--- src/rtl/boot_pkg.sv ---
// Shared types and widths for the byte-stream program loader.
package boot_pkg;

  localparam int BOOT_WORD_W = 16;
  localparam int BOOT_BYTE_W = 8;

  typedef enum logic [2:0] {
    COUNT = 3'd0,
    HI    = 3'd1,
    LO    = 3'd2,
    CSUM  = 3'd3,
    DONE  = 3'd4,
    ERR   = 3'd5
  } boot_state_t;

endpackage

--- src/rtl/boot_loader.sv ---
// Loads a length-prefixed big-endian word image from a valid/ready byte stream into word memory,
// writing 1 cycle after each LO byte and then releasing the CPU; optional trailing XOR byte under BOOT_CHECKSUM_EN.
module boot_loader
  import boot_pkg::*;
#(
  parameter int ADDR_W = 7
) (
  input  logic                   clk,
  input  logic                   rst_n,
  input  logic                   in_valid,
  input  logic [BOOT_BYTE_W-1:0] in_data,
  output logic                   in_ready,
  output logic                   mem_we,
  output logic [ADDR_W-1:0]      mem_addr,
  output logic [BOOT_WORD_W-1:0] mem_data,
  output logic                   cpu_run,
  output logic                   busy,
  output logic                   err
);

  localparam int CNT_W = ADDR_W + 1;
  localparam logic [CNT_W-1:0] CAP = {1'b1, {ADDR_W{1'b0}}};

  boot_state_t            state_q, state_d;
  logic [CNT_W-1:0]       cnt_q, cnt_d;
  logic [ADDR_W-1:0]      addr_q, addr_d;
  logic [BOOT_BYTE_W-1:0] hi_q, hi_d;
  logic                   we_q, we_d;
  logic [ADDR_W-1:0]      maddr_q, maddr_d;
  logic [BOOT_WORD_W-1:0] mdata_q, mdata_d;
  logic                   rdy_q, rdy_d;
  logic                   run_q, run_d;
  logic                   busy_q, busy_d;
  logic                   err_q, err_d;
  logic                   accept;
`ifdef BOOT_CHECKSUM_EN
  logic [BOOT_BYTE_W-1:0] csum_q, csum_d;
`endif

  assign accept = in_valid && rdy_q;

  always_comb begin
    state_d = state_q;
    cnt_d   = cnt_q;
    addr_d  = addr_q;
    hi_d    = hi_q;
    we_d    = 1'b0;
    maddr_d = maddr_q;
    mdata_d = mdata_q;
`ifdef BOOT_CHECKSUM_EN
    csum_d  = csum_q;
`endif
    case (state_q)
      COUNT: begin
`ifdef BOOT_CHECKSUM_EN
        csum_d = '0;
`endif
        if (accept) begin
          // N = 0 encodes a full-capacity image
          if (32'(in_data) > 32'(CAP)) begin
            state_d = ERR;
          end else begin
            cnt_d   = (in_data == '0) ? CAP : CNT_W'(in_data);
            addr_d  = '0;
            state_d = HI;
          end
        end
      end
      HI: begin
        if (accept) begin
          hi_d    = in_data;
`ifdef BOOT_CHECKSUM_EN
          csum_d  = csum_q ^ in_data;
`endif
          state_d = LO;
        end
      end
      LO: begin
        if (accept) begin
          we_d    = 1'b1;
          maddr_d = addr_q;
          mdata_d = {hi_q, in_data};
          addr_d  = addr_q + ADDR_W'(1);
          cnt_d   = cnt_q - CNT_W'(1);
`ifdef BOOT_CHECKSUM_EN
          csum_d  = csum_q ^ in_data;
          state_d = (cnt_q == CNT_W'(1)) ? CSUM : HI;
`else
          state_d = (cnt_q == CNT_W'(1)) ? DONE : HI;
`endif
        end
      end
`ifdef BOOT_CHECKSUM_EN
      CSUM: begin
        if (accept) state_d = (in_data == csum_q) ? DONE : ERR;
      end
`endif
      default: ;
    endcase

    rdy_d  = state_d inside {COUNT, HI, LO, CSUM};
    busy_d = state_d inside {HI, LO, CSUM};
    err_d  = (state_d == ERR);
    // Hold the CPU until the final write pulse has been seen by memory
    run_d  = (state_d == DONE) && !we_d;
  end

  always_ff @(posedge clk or negedge rst_n) begin
    if (!rst_n) begin
      state_q <= COUNT;
      cnt_q   <= '0;
      addr_q  <= '0;
      hi_q    <= '0;
      we_q    <= 1'b0;
      maddr_q <= '0;
      mdata_q <= '0;
      rdy_q   <= 1'b0;
      run_q   <= 1'b0;
      busy_q  <= 1'b0;
      err_q   <= 1'b0;
`ifdef BOOT_CHECKSUM_EN
      csum_q  <= '0;
`endif
    end else begin
      state_q <= state_d;
      cnt_q   <= cnt_d;
      addr_q  <= addr_d;
      hi_q    <= hi_d;
      we_q    <= we_d;
      maddr_q <= maddr_d;
      mdata_q <= mdata_d;
      rdy_q   <= rdy_d;
      run_q   <= run_d;
      busy_q  <= busy_d;
      err_q   <= err_d;
`ifdef BOOT_CHECKSUM_EN
      csum_q  <= csum_d;
`endif
    end
  end

  assign in_ready = rdy_q;
  assign mem_we   = we_q;
  assign mem_addr = maddr_q;
  assign mem_data = mdata_q;
  assign cpu_run  = run_q;
  assign busy     = busy_q;
  assign err      = err_q;

endmodule

--- config.mk ---
export PLATFORM = sky130hd
export DESIGN_NAME = boot_loader
export DESIGN_NICKNAME = d
export VERILOG_FILES = /design/src/rtl/boot_pkg.sv /design/src/rtl/boot_loader.sv
export SDC_FILE = /design/constraint.sdc
export NUM_CORES = 1
export LEC_CHECK = 0
export CAP_MARGIN = 10
export CORE_ASPECT_RATIO = 1.4
export CORE_MARGIN = 3
export CORE_UTILIZATION = 57
export DETAILED_ROUTE_END_ITERATION = 8
export HOLD_SLACK_MARGIN = 0.02
export PLACE_DENSITY = 0.88
export SLEW_MARGIN = 30
export SYNTH_ARGS = -nofsm -noshare
export SYNTH_HDL_FRONTEND = slang
export SYNTH_SLANG_ARGS = --single-unit
--- constraint.sdc ---
create_clock -name clk -period 4.5 [get_ports clk]
set_clock_uncertainty 0.2 [all_clocks]
set_input_delay 1.125 -clock clk [delete_from_list [all_inputs] [get_ports clk]]
set_output_delay 1.125 -clock clk [all_outputs]
set_load 0.05 [all_outputs]
power_grid.png
Bar = 20 um. Pins as bars on the die edge.
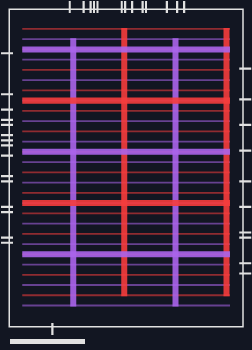
net	colour
VSS	purple
VDD	red
met4 straps	4
met1 rails	28
signal pins	39
rows	27

placement_by_type.png
Fill, decap, tap and diode cells in grey.
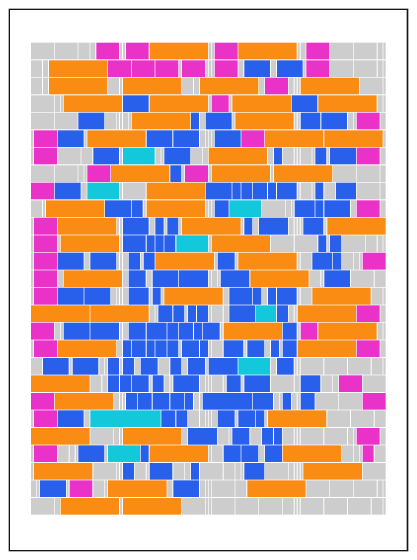
class	colour	cells
sequential cells	orange	54
clock drivers and dummy loads	cyan	8
combinational and other logic	blue	139
remaining buffers and delay cells	magenta	40

clk_routes.png
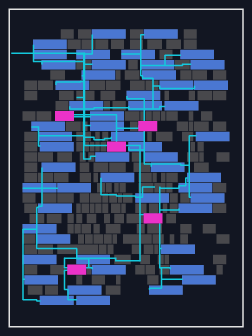
[clock drivers] magenta | count: 5
[clock wires] cyan | length: 587 um
[flip-flops] blue | count: 54
flops lie	spread over the die
routed clock nets	6

==> reports/metrics.yaml <==
status: "completed"
cp.required_ns: 3.17
combGateArea_um2: 1049
ys_area_um2: 2471
drive_gt1_frac: 0.2199
fin_util: 0.7352
warnings: 27
async_flop_share: 1.000
crit_path_end_kind: "primary output"
numSynthFlops: 54
vias: 1746
synth-edff-count: 0
netSwitchingPower_mw: 0.7781
worst_pin_slew_ns: 0.8000
tns_ns: 0
portBuffers: 38
via_per_inst: 6.148
cts_tree: "built"
yosysUniqueCellTypes: 46
cts_setup_buffers: 0
fmax_ghz: 0.3380
wl_met3_um: 293
wires.png
Bar = 20 um. Only two layers are drawn.
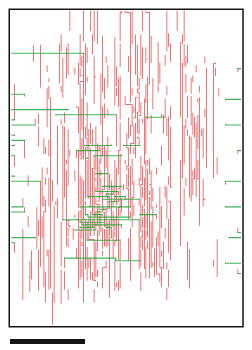
layer	colour	wire length
metal 2	red	2610 um
metal 3	green	294 um

clocks.png
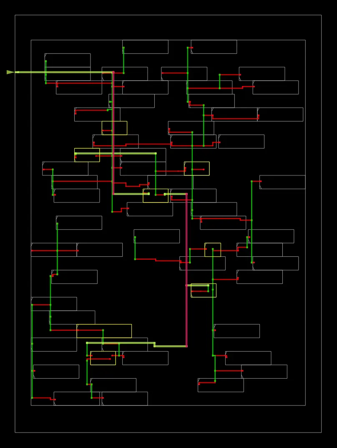
total CTS buffers: 5
CTS Sinks: 54

